[src/rtl/rib_wb_pkg.sv]
// Shared types and constants for the RIB-to-Wishbone data-port bridge.
//   rib_wb_state_e   : bridge FSM state encoding (idle, bus cycle open, one-cycle completion)
//   ERR_DATA_DEFAULT : read data returned to the core when a bus cycle is forcibly terminated
package rib_wb_pkg;

  typedef enum logic [1:0] {
    StIdle = 2'd0,
    StBusy = 2'd1,
    StDone = 2'd2
  } rib_wb_state_e;

  localparam logic [31:0] ERR_DATA_DEFAULT = 32'hDEAD_BEEF;

endpackage

[src/rtl/rib_wb_watchdog.sv]
// Bus-cycle watchdog for rib_wb_bridge (only instantiated when RIB_WB_TIMEOUT_EN is defined).
// Counts BUSY cycles that see no acknowledge and pulses expire_o in the BUSY cycle in which
// the TIMEOUT_CYCLES-th unacknowledged cycle is reached.
//   clk      : core clock
//   rst      : asynchronous active-high reset
//   start_i  : bridge is entering BUSY on the next edge (clears the count)
//   busy_i   : bridge is in BUSY this cycle
//   ack_i    : Wishbone acknowledge
//   expire_o : combinational expiry pulse; never asserted together with ack_i
module rib_wb_watchdog #(
  parameter int unsigned TIMEOUT_CYCLES = 255
) (
  input  logic clk,
  input  logic rst,
  input  logic start_i,
  input  logic busy_i,
  input  logic ack_i,
  output logic expire_o
);

  localparam int unsigned CntW = $clog2(TIMEOUT_CYCLES + 1);
  // Count value held during the last permitted BUSY cycle.
  localparam logic [CntW-1:0] LastCnt = CntW'(TIMEOUT_CYCLES - 1);

  logic [CntW-1:0] cnt_q, cnt_d;

  always_comb begin
    expire_o = busy_i && !ack_i && (cnt_q == LastCnt);
    cnt_d    = cnt_q;
    if (start_i) begin
      cnt_d = '0;
    end else if (busy_i && !ack_i && !expire_o) begin
      cnt_d = cnt_q + 1'b1;
    end
  end

  always_ff @(posedge clk or posedge rst) begin
    if (rst) begin
      cnt_q <= '0;
    end else begin
      cnt_q <= cnt_d;
    end
  end

endmodule

[src/rtl/rib_wb_bridge.sv]
// RIB data port to Wishbone classic bridge.
// Each single-cycle RIB request becomes one registered Wishbone cycle; the core is stalled via
// rib_hold_o until ack, and read data is presented for one DONE cycle (and held afterwards).
// Optional macro RIB_WB_TIMEOUT_EN adds a watchdog that terminates a BUSY cycle after
// TIMEOUT_CYCLES unacknowledged cycles, returns ERR_DATA on reads and sets the sticky err_o.
// Ports:
//   clk, rst                  : clock, asynchronous active-high reset
//   rib_req_i/we_i/addr_i/data_i : core request (address, write enable, write data)
//   rib_data_o                : registered read data to core
//   rib_hold_o                : stall core pipeline
//   wb_cyc_o/stb_o/we_o/addr_o/data_o : registered Wishbone master outputs
//   wb_data_i, wb_ack_i       : Wishbone read data and acknowledge
//   err_o                     : sticky bus-error flag (cleared only by rst)
module rib_wb_bridge
  import rib_wb_pkg::*;
#(
  parameter int unsigned ADDR_WIDTH                = 32,
  parameter int unsigned DATA_WIDTH                = 32,
  parameter int unsigned TIMEOUT_CYCLES            = 255,
  parameter logic [DATA_WIDTH-1:0] ERR_DATA        = DATA_WIDTH'(ERR_DATA_DEFAULT)
) (
  input  logic                  clk,
  input  logic                  rst,
  input  logic                  rib_req_i,
  input  logic                  rib_we_i,
  input  logic [ADDR_WIDTH-1:0] rib_addr_i,
  input  logic [DATA_WIDTH-1:0] rib_data_i,
  output logic [DATA_WIDTH-1:0] rib_data_o,
  output logic                  rib_hold_o,
  output logic                  wb_cyc_o,
  output logic                  wb_stb_o,
  output logic                  wb_we_o,
  output logic [ADDR_WIDTH-1:0] wb_addr_o,
  output logic [DATA_WIDTH-1:0] wb_data_o,
  input  logic [DATA_WIDTH-1:0] wb_data_i,
  input  logic                  wb_ack_i,
  output logic                  err_o
);

  if (TIMEOUT_CYCLES < 1) begin : g_bad_timeout
    $error("rib_wb_bridge: TIMEOUT_CYCLES must be at least 1");
  end

  rib_wb_state_e state_q, state_d;

  logic                  cyc_q, cyc_d;
  logic                  we_q, we_d;
  logic [ADDR_WIDTH-1:0] addr_q, addr_d;
  logic [DATA_WIDTH-1:0] wdata_q, wdata_d;
  logic [DATA_WIDTH-1:0] rdata_q, rdata_d;
  logic                  err_q, err_d;

  logic start;
  logic expire;

  assign start = (state_q == StIdle) && rib_req_i;

`ifdef RIB_WB_TIMEOUT_EN
  rib_wb_watchdog #(
    .TIMEOUT_CYCLES (TIMEOUT_CYCLES)
  ) u_watchdog (
    .clk      (clk),
    .rst      (rst),
    .start_i  (start),
    .busy_i   (state_q == StBusy),
    .ack_i    (wb_ack_i),
    .expire_o (expire)
  );
`else
  // No watchdog: BUSY waits for ack indefinitely and err_q can never be set.
  assign expire = 1'b0;
`endif

  always_comb begin
    state_d = state_q;
    cyc_d   = cyc_q;
    we_d    = we_q;
    addr_d  = addr_q;
    wdata_d = wdata_q;
    rdata_d = rdata_q;
    err_d   = err_q;

    unique case (state_q)
      StIdle: begin
        if (rib_req_i) begin
          state_d = StBusy;
          cyc_d   = 1'b1;
          we_d    = rib_we_i;
          addr_d  = rib_addr_i;
          wdata_d = rib_data_i;
        end
      end
      StBusy: begin
        // Ack takes priority over a simultaneous watchdog expiry.
        if (wb_ack_i) begin
          state_d = StDone;
          cyc_d   = 1'b0;
          we_d    = 1'b0;
          if (!we_q) rdata_d = wb_data_i;
        end else if (expire) begin
          state_d = StDone;
          cyc_d   = 1'b0;
          we_d    = 1'b0;
          err_d   = 1'b1;
          if (!we_q) rdata_d = ERR_DATA;
        end
      end
      StDone: begin
        // The core still presents the completed request here, so it is not re-issued.
        state_d = StIdle;
      end
      default: begin
        state_d = StIdle;
        cyc_d   = 1'b0;
        we_d    = 1'b0;
      end
    endcase
  end

  always_ff @(posedge clk or posedge rst) begin
    if (rst) begin
      state_q <= StIdle;
      cyc_q   <= 1'b0;
      we_q    <= 1'b0;
      addr_q  <= '0;
      wdata_q <= '0;
      rdata_q <= '0;
      err_q   <= 1'b0;
    end else begin
      state_q <= state_d;
      cyc_q   <= cyc_d;
      we_q    <= we_d;
      addr_q  <= addr_d;
      wdata_q <= wdata_d;
      rdata_q <= rdata_d;
      err_q   <= err_d;
    end
  end

  // Hold is combinational on the request in IDLE so the core freezes on the accepting edge.
  always_comb begin
    rib_hold_o = 1'b0;
    if (!rst) begin
      unique case (state_q)
        StIdle:  rib_hold_o = rib_req_i;
        StBusy:  rib_hold_o = 1'b1;
        StDone:  rib_hold_o = 1'b0;
        default: rib_hold_o = 1'b0;
      endcase
    end
  end

  assign wb_cyc_o   = cyc_q;
  assign wb_stb_o   = cyc_q;
  assign wb_we_o    = we_q;
  assign wb_addr_o  = addr_q;
  assign wb_data_o  = wdata_q;
  assign rib_data_o = rdata_q;
  assign err_o      = err_q;

endmodule
[config.mk]
export PLATFORM = sky130hd
export DESIGN_NAME = rib_wb_bridge
export DESIGN_NICKNAME = d
export VERILOG_FILES = /design/src/rtl/rib_wb_pkg.sv /design/src/rtl/rib_wb_watchdog.sv /design/src/rtl/rib_wb_bridge.sv
export SDC_FILE = /design/constraint.sdc
export NUM_CORES = 1
export LEC_CHECK = 0
export ABC_AREA = 1
export CAP_MARGIN = 15
export CORE_UTILIZATION = 40
export DETAILED_ROUTE_END_ITERATION = 12
export PLACE_DENSITY = 0.85
export SYNTH_ARGS = -nofsm -noshare
export SYNTH_HDL_FRONTEND = slang
export SYNTH_SLANG_ARGS = --single-unit
[constraint.sdc]
create_clock -name clk -period 3.8 [get_ports clk]
set_input_delay 0.76 -clock clk [delete_from_list [all_inputs] [get_ports clk]]
set_output_delay 0.76 -clock clk [all_outputs]
set_load 0.05 [all_outputs]
==> run_1/util_map.png <==
The die is cut into 10 by 10 equal tiles; black is low, pale yellow is high, 0 to 100% covered.
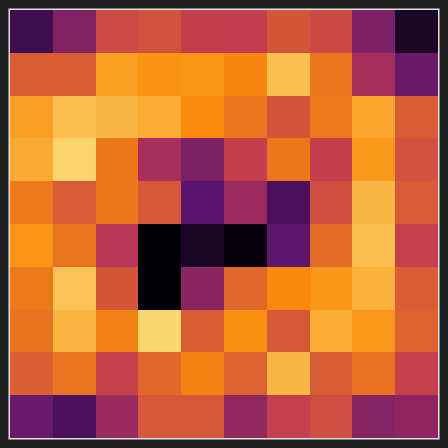
nearly empty tiles: 3.0%
fullest tile: 91%
tiles over 75% full: 24%
mean over tiles: 59%

==> run_1/congestion_map.png <==
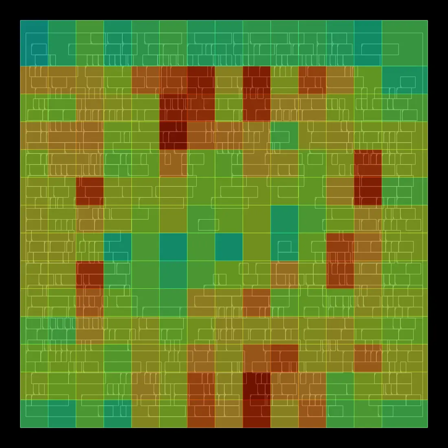
drt wl/cell: 14.2 µm
Total Routing Usage GR: 22.3%

==> run_1/class_map.png <==
The bar under the picture is 20 µm long. Fill, decap, tap and diode cells in grey.
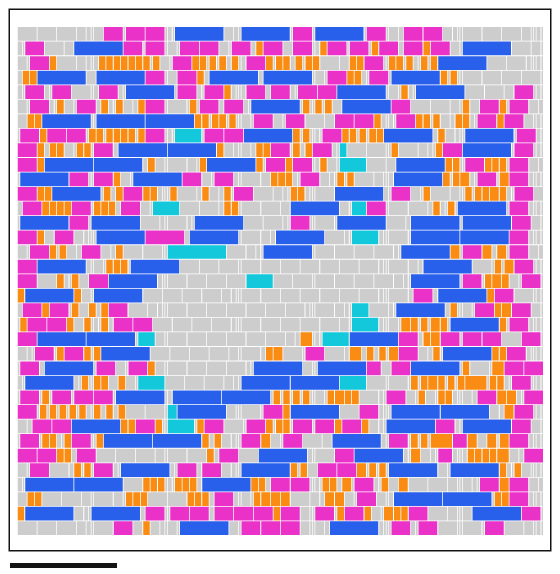
| class | colour | cells | share of their area |
|---|---|---|---|
| remaining buffers and delay cells | magenta | 204 | 34% |
| registers | blue | 100 | 42% |
| clock drivers and dummy loads | cyan | 16 | 3.4% |
| remaining logic cells | orange | 311 | 21% |

==> run_1/layers.png <==
The bar under the picture is 20 µm long. Only two layers are drawn.
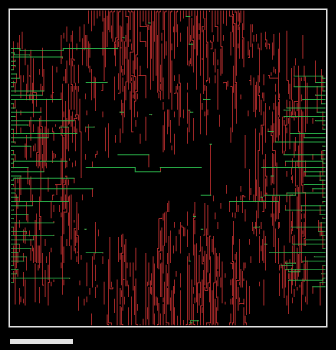
| layer | colour | wire length |
|---|---|---|
| M3 | green | 816 µm |
| M2 | red | 5,310 µm |

-- run 1: routing by layer --
layer  up-vias  routed length [µm]  part of all wire, %  global-route usage (%)
li1       1699                   -                    -                       -
met1      1647                4310                   40                    26.5
met2       146                5310                   49                    37.4
met3        32                 815                  7.6                    6.52
met4         0                 328                  3.0                    10.0
met5         -                   0                    0                       0
-- run 1: cell type report --
class	instances	area, µm²
Clock buffer	11	141
Clock inverter	5	60.1
Fill cell	794	3230
Inverter	6	25.0
Multi-Input combinational cell	305	1210
Sequential cell	100	2500
Tap cell	129	161
Timing Repair Buffer	204	2040
-- run 1: synthesized netlist by cell type (all sizes together) --
library cell / instances
nand2: 266
dfrtp: 100
nand3: 33
buf: 25
inv: 6
nor2: 4
a21oi: 1
conb: 1
==> results.toml, run 1 <==
# implementation run metrics
[run_status]
status = "finished, final reports clean"

[worst_setup_path]
path_cells = "clkdlybuf4s50_1 > nand2_2 > a21oi_1 > clkdlybuf4s50_1"
critPathTopFamily = "buffers and inverters"
arrival_ps = 2330
r2r_slack_ps = 2000
cp-start-kind = "primary input"
slowest_delay_ps = 820
critPathRequiredTime_ps = 3040
r2r_start = "state_q[1]$_DFFE_PP0P_"
crit_slowest_cell = "clkdlybuf4s50_1"
cp-end-kind = "output port"
r2r_end = "wb_data_o[29]$_DFFE_PP0P_"
crit_top_cell = "clkdlybuf4s50_1"
cp.depth = 4
startpoint = "rib_req_i"
crit_type = "primary input to output port"
cp_num_buf_inv = 2
critPathMaxFanout = 3

[power]
p_int_uw = 2860
seq_power_share_pct = 30.6
pwr-share-comb_pct = 57.4
clk-power_uw = 690
p_sw_uw = 2890
p_seq_uw = 1760
power_top_consumer = "combinational logic"
clkPwrFrac_pct = 12.0
powerComb_uw = 3300
p_sw_share_pct = 50.3
power_density_nw_per_um2 = 935
finalPower_uw = 5750

[floorplan]
fp_util_pct = 41.9
die_h_um = 101
coreArea_um2 = 9370
rows = 35
fp.dieW_um = 101
chipArea_um2 = 10200
pin_count = 202

[synth]
yosysUniqueCellTypes = 13
synth_nets = 537
syn_area_um2 = 3920
top_logic_kind = "simple AND/OR/NAND/NOR gates"
synthCells = 436
synth-cells-yosys = 436
synth-adder-area-share_pct = 0
yosysChipArea_um2 = 3920
synth-xor-area-share_pct = 0
yosysTopAreaCell = "dfrtp_1"
top_area_share_pct = 63.8
ys_sh_simple_pct = 30.5
mux_share_pct = 0
ys.flops = 100
ys_top_cells_by_area = "dfrtp_1 64%, nand2_1 25%, nand3_1 4.2%"
ys_warn_count = 0

[placed_design]
dp_hpwl_um = 7780
place_area_um2 = 5940
gp_congestion = 0.707
dpl.cell_count = 744

[layout]
finish.utilization_pct = 65.6
nets = 727
design_area_um2 = 6140
layout_top_cell = "nand2_1"
layout-drive-gt1-share_pct = 4.44
fin_cells = 760
n_antenna_cell = 0

[final_timing]
setup_tns_ps = 0
rsz0062_at_grt = "false"
fin_worst_skew_ps = 13.3
setup_viol = 0
final-hold-violation-count = 0
tightest_slew_ps = 1140
slew_headroom_pct = 24.2
setup_ws_ps = 709
drv_slew = 0
min_period_over_period_pct = 81.4
fmax_mhz = 323

[cts]
cts_max_level = 3
cts_tree = "done"
clock-sinks = 100
cts-resized-gates = 0
clock-root-buffer = "clkbuf_8"
clock.latency.late_pin_ps = 360
hold_buffers = 0

[grt]
grt_pass1_wl_um = 17300
grt_antenna_before_repair = 0
grt_max_degree = 67

[routing]
drc_errors = 0
drtAntennaViolNets = 0
dr.pass1.iters = 4
routed_wl_um = 10800
vias_per_cell = 4.64
vias = 3524
drtIter0Drc = 106

[worst_hold_path]
hold_path.startpoint = "wb_addr_o[21]$_DFFE_PP0P_"
hold_path_depth = 2
whs_endpoint = "wb_addr_o[21]$_DFFE_PP0P_"
min_path_type = "flop to flop"

[run]
drv_cap = 0
tool_warnings = 26
==> run 2: changes to the inputs <==
clock period = 2.91 ns   (was 3.8 ns; I/O delays follow)
==> run 2 against run 1 <==
Against the previous run: non-clock buffer count up 2; utilization up 0.32 points; sequential share of layout area down 0.20 points; critical path type is now flop to output port; critical endpoint unchanged; highest routed layer unchanged.
==> results.toml, run 2 <==
# implementation run metrics
[cts]
clock.latency.late_pin_ps = 350
clock-root-buffer = "clkbuf_8"
cts_max_level = 3
cts_tree = "done"
cts-resized-gates = 0
hold_buffers = 0

[worst_hold_path]
hold_path.startpoint = "wb_addr_o[24]$_DFFE_PP0P_"
whs_endpoint = "wb_addr_o[24]$_DFFE_PP0P_"

[synth]
ys_sh_simple_pct = 30.5
synth_nets = 537
yosysTopAreaCell = "dfrtp_1"
mux_share_pct = 0
async_reset_ff_share_pct = 100
ys.flops = 100
yosysUniqueCellTypes = 13
synth-adder-area-share_pct = 0
top_logic_kind = "simple AND/OR/NAND/NOR gates"
synth-cells-yosys = 436
synth.top_cells.by_count = "264 x nand2_1, 100 x dfrtp_1, 33 x nand3_1"
synthFlopType = "dfrtp_1"

[placed_design]
dpl.cell_count = 746
place_area_um2 = 5970
gp_congestion = 0.748

[grt]
grt_max_degree = 66
grt_antenna_before_repair = 0

[routing]
dr_wl_met3_um = 756
drc_errors = 0
drtAntennaViolNets = 0
wl_met1_um = 4330
vias_per_cell = 4.59
routed_wl_um = 10200
avgRoutedWirePerCell_um = 13.4
top_layer = "met4"

[run_status]
status = "finished, final reports clean"

[worst_setup_path]
cp.depth = 6
cp-end-kind = "output port"
crit_top_cell = "buf_4"
r2r_start = "state_q[0]$_DFFE_PP0P_"
crit_type = "flop to output port"
r2r_slack_ps = 1210
cp_num_buf_inv = 4
cp-start-kind = "flop"
slowest_delay_ps = 430
startpoint = "state_q[0]$_DFFE_PP0P_"
arrival_ps = 1800
crit_slowest_cell = "dfrtp_1"
r2r_end = "rib_data_o[10]$_DFFE_PP0P_"

[run]
drv_cap = 0

[power]
pwr-share-comb_pct = 57.2
p_seq_uw = 2300
p_int_uw = 3790
power_density_nw_per_um2 = 1220
clk-power_uw = 917
powerComb_uw = 4290
power_top_consumer = "combinational logic"
clkPwrFrac_pct = 12.2

[final_timing]
fin_worst_skew_ps = 7.06
tightest_slew_ps = 664
final-hold-violation-count = 0
slew_headroom_pct = 55.6
drv_slew = 0
min_period_over_period_pct = 81.7
setup_viol = 0
fmax_mhz = 421
setup_tns_ps = 0

[floorplan]
coreArea_um2 = 9370
fp.dieW_um = 101
rows = 35
pin_count = 202
die_h_um = 101

[layout]
layout-drive-gt1-share_pct = 4.75
fin_cells = 761
layout_top_cell = "nand2_1"
## run 2: netlist changes by cell type in the layout (fill, tap and decap cells not counted), sizes merged
| cell | previous run | this run |
|---|---|---|
| buf | 4 | 7 |
| bufinv | 1 | 2 |
| clkbuf | 11 | 10 |
| clkdlybuf4s50 | 200 | 199 |
| clkinvlp | 1 | 2 |
| inv | 7 | 5 |
## run 2: logic make-up after synthesis
kind of cell    after synthesis
other cells                   1
compound gates                1
simple gates                303
flops                       100
buf+inv                      31
## run 2: layout make-up
type,instances,area [µm²]
Clock buffer,10,128
Clock inverter,5,77.6
Fill cell,781,3200
Inverter,6,26.3
Multi-Input combinational cell,305,1210
Sequential cell,100,2500
Tap cell,129,161
Timing Repair Buffer,206,2070
==> run_2/class_map.png <==
The bar under the picture is 20 µm long. Fill, decap, tap and diode cells in grey.
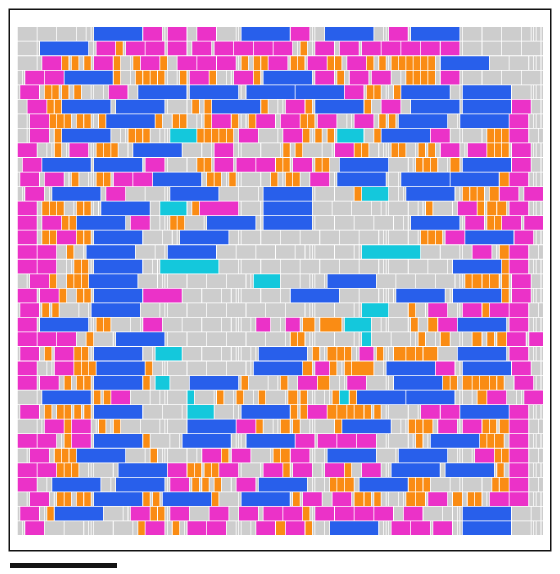
| class | colour | cells | share of their area |
|---|---|---|---|
| registers | blue | 100 | 42% |
| remaining buffers and delay cells | magenta | 206 | 34% |
| remaining logic cells | orange | 311 | 21% |
| clock drivers and dummy loads | cyan | 15 | 3.4% |

==> run_2/congestion_map.png <==
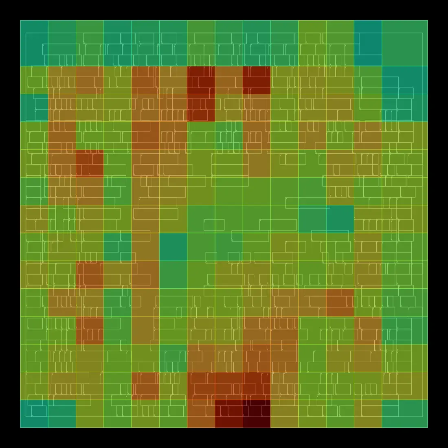
grt met1 use: 26.0%
Most Used Layer, Global Route: met2
Util after Layout: 65.9%
Total Routing Usage GR: 20.8%
GR Util met2: 34.2%

==> run 3: changes to the inputs <==
CORE_UTILIZATION = 36   (was 40)
PLACE_DENSITY = 0.81   (was 0.85)
clock period = 2.11 ns   (was 2.91 ns; I/O delays follow)
==> run 3 against run 2 <==
Against the previous run: first-iteration DRC count rose to 2.8 times the previous value; register-to-register slack got worse by 810 ps; total power rose by 38%; flip-flop count did not move; utilization fell by 6.4 points; clock power rose by 37%; critical path depth fell by 5; via count rose by 0.14%; combinational power rose by 39%; clock-buffer cell count rose by 1.
==> results.toml, run 3 <==
# implementation run metrics
[final_timing]
min_period_over_period_pct = 94.5
slew_headroom_pct = 61.8
rsz0062_at_grt = "false"
setup_tns_ps = 0
setup_viol = 0
drv_slew = 0
tightest_slew_ps = 571
final-hold-violation-count = 0
fmax_mhz = 502

[layout]
layout_top_cell = "nand2_1"
layout-drive-gt1-share_pct = 5.21
mostFrequentLayoutCells = "264 x nand2_1, 199 x clkdlybuf4s50_1, 100 x dfrtp_1"
syn_to_final_growth_pct = 58.6
nets = 730
n_antenna_cell = 0

[synth]
synth-adder-area-share_pct = 0
synth-xor-area-share_pct = 0
top_area_share_pct = 63.8
yosysTopAreaCell = "dfrtp_1"
yosysChipArea_um2 = 3920
synthFlopType = "dfrtp_1"
synth_nets = 537
synth.most_common_cell = "nand2_1"
synth-cells-yosys = 436
ys_sh_simple_pct = 30.5
synth.top_cells.by_count = "264 x nand2_1, 100 x dfrtp_1, 33 x nand3_1"
ys_warn_count = 0
ys.flops = 100
mux_share_pct = 0
async_reset_ff_share_pct = 100
top_logic_kind = "simple AND/OR/NAND/NOR gates"
ys_top_cells_by_area = "dfrtp_1 64%, nand2_1 25%, nand3_1 4.2%"
synthCells = 436
yosysUniqueCellTypes = 13
edf_count = 0

[worst_hold_path]
whs_endpoint = "rib_data_o[28]$_DFFE_PP0P_"
min_path_type = "flop to flop"
hold_path_depth = 2
hold_path.startpoint = "rib_data_o[28]$_DFFE_PP0P_"

[grt]
grt_max_degree = 66
grt_use_total_pct = 19.2
gr-max-usage-layer = "met2"
grt_pass1_wl_um = 17100
grt_util_met1_pct = 22.2
grtUsageMet2_pct = 33.7

[worst_setup_path]
cp-start-kind = "flop"
path_cells = "clkdlybuf4s50_1"
slowest_delay_ps = 830
crit_slowest_cell = "clkdlybuf4s50_1"
cp_num_buf_inv = 1
r2r_start = "state_q[0]$_DFFE_PP0P_"
critPathTopFamily = "buffers and inverters"
r2r_end = "rib_data_o[2]$_DFFE_PP0P_"
cp-end-kind = "output port"
crit_type = "flop to output port"
r2r_slack_ps = 400
critPathMaxFanout = 3
startpoint = "wb_we_o$_DFFE_PP0P_"
arrival_ps = 1570

[run]
drv_cap = 0
tool_warnings = 26

[floorplan]
rows = 37
die_h_um = 106
chipArea_um2 = 11300
pin_count = 202
fp.dieW_um = 106
coreArea_um2 = 10500

[power]
p_seq_uw = 3160
p_int_uw = 5200
seq_power_share_pct = 30.5
power_top_consumer = "combinational logic"
clkPwrFrac_pct = 12.2
p_sw_uw = 5170
clk-power_uw = 1260
pwr-share-comb_pct = 57.3
powerComb_uw = 5950
power_density_nw_per_um2 = 1670

[cts]
clock.latency.late_pin_ps = 350
hold_buffers = 0
clock-sinks = 100
cts_max_level = 3
clock-root-buffer = "clkbuf_8"
cts_tree = "done"

[routing]
drtAntennaViolNets = 0
vias = 3496
routed_wl_um = 10500
dr.pass1.iters = 6
vias_per_cell = 4.54
drtIter0Drc = 244
drc_errors = 0

[run_status]
status = "finished, final reports clean"

[placed_design]
gp_congestion = 0.777
dp_hpwl_um = 7580
[run 3: metal layers]
metal | vias to the layer above | routed length [µm] | share of wire (%)
met5 | - | 0 | 0
met4 | 0 | 270 | 2.6
met3 | 20 | 728 | 6.9
met2 | 135 | 5230 | 50
met1 | 1639 | 4260 | 41
li1 | 1702 | - | -
[run 3: stage by stage]
step	setup slack, ps	cells	area, µm²	utilization, %
floorplan	269	436	3930	-
global route	52.1	770	6220	59.5
CTS	75.8	770	6220	59.5
finish	117	770	6220	59.5
global placement	273	754	6010	57.5
detailed placement	268	754	6010	57.5
[run 3: layout make-up]
class                   instances  area [µm²]
fillers                       922        4240
flip-flops and latches        100        2500
repair buffers                207        2100
multi-input cells             305        1210
well taps                     136         170
clock buffers                  11         151
clock inverters                 5        60.1
inverters                       6        26.3
==> run_3/congestion_map.png <==
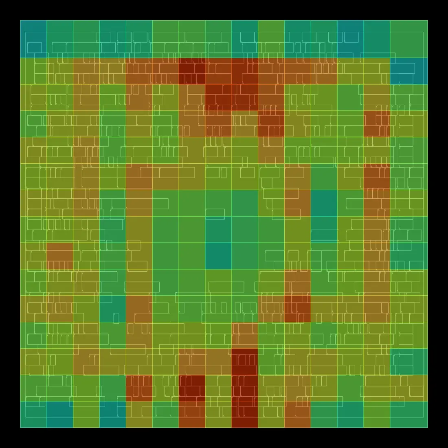
drt wl/cell: 13.6 µm
GRT met3 Usage: 4.66%

==> run_3/ff_map.png <==
The bar under the picture is 20 µm long. Other sequential cells in the stronger grey, the rest of the logic in the fainter grey.
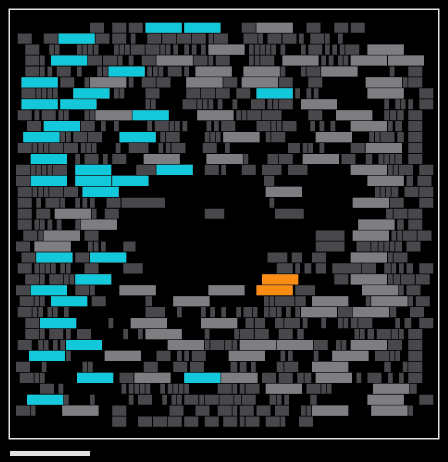
| name in the netlist | colour | sequential cells |
|---|---|---|
| `state_q` | orange | 2 |
| `wb_data_o` | cyan | 32 |

Power and IR drop assume default switching activity.
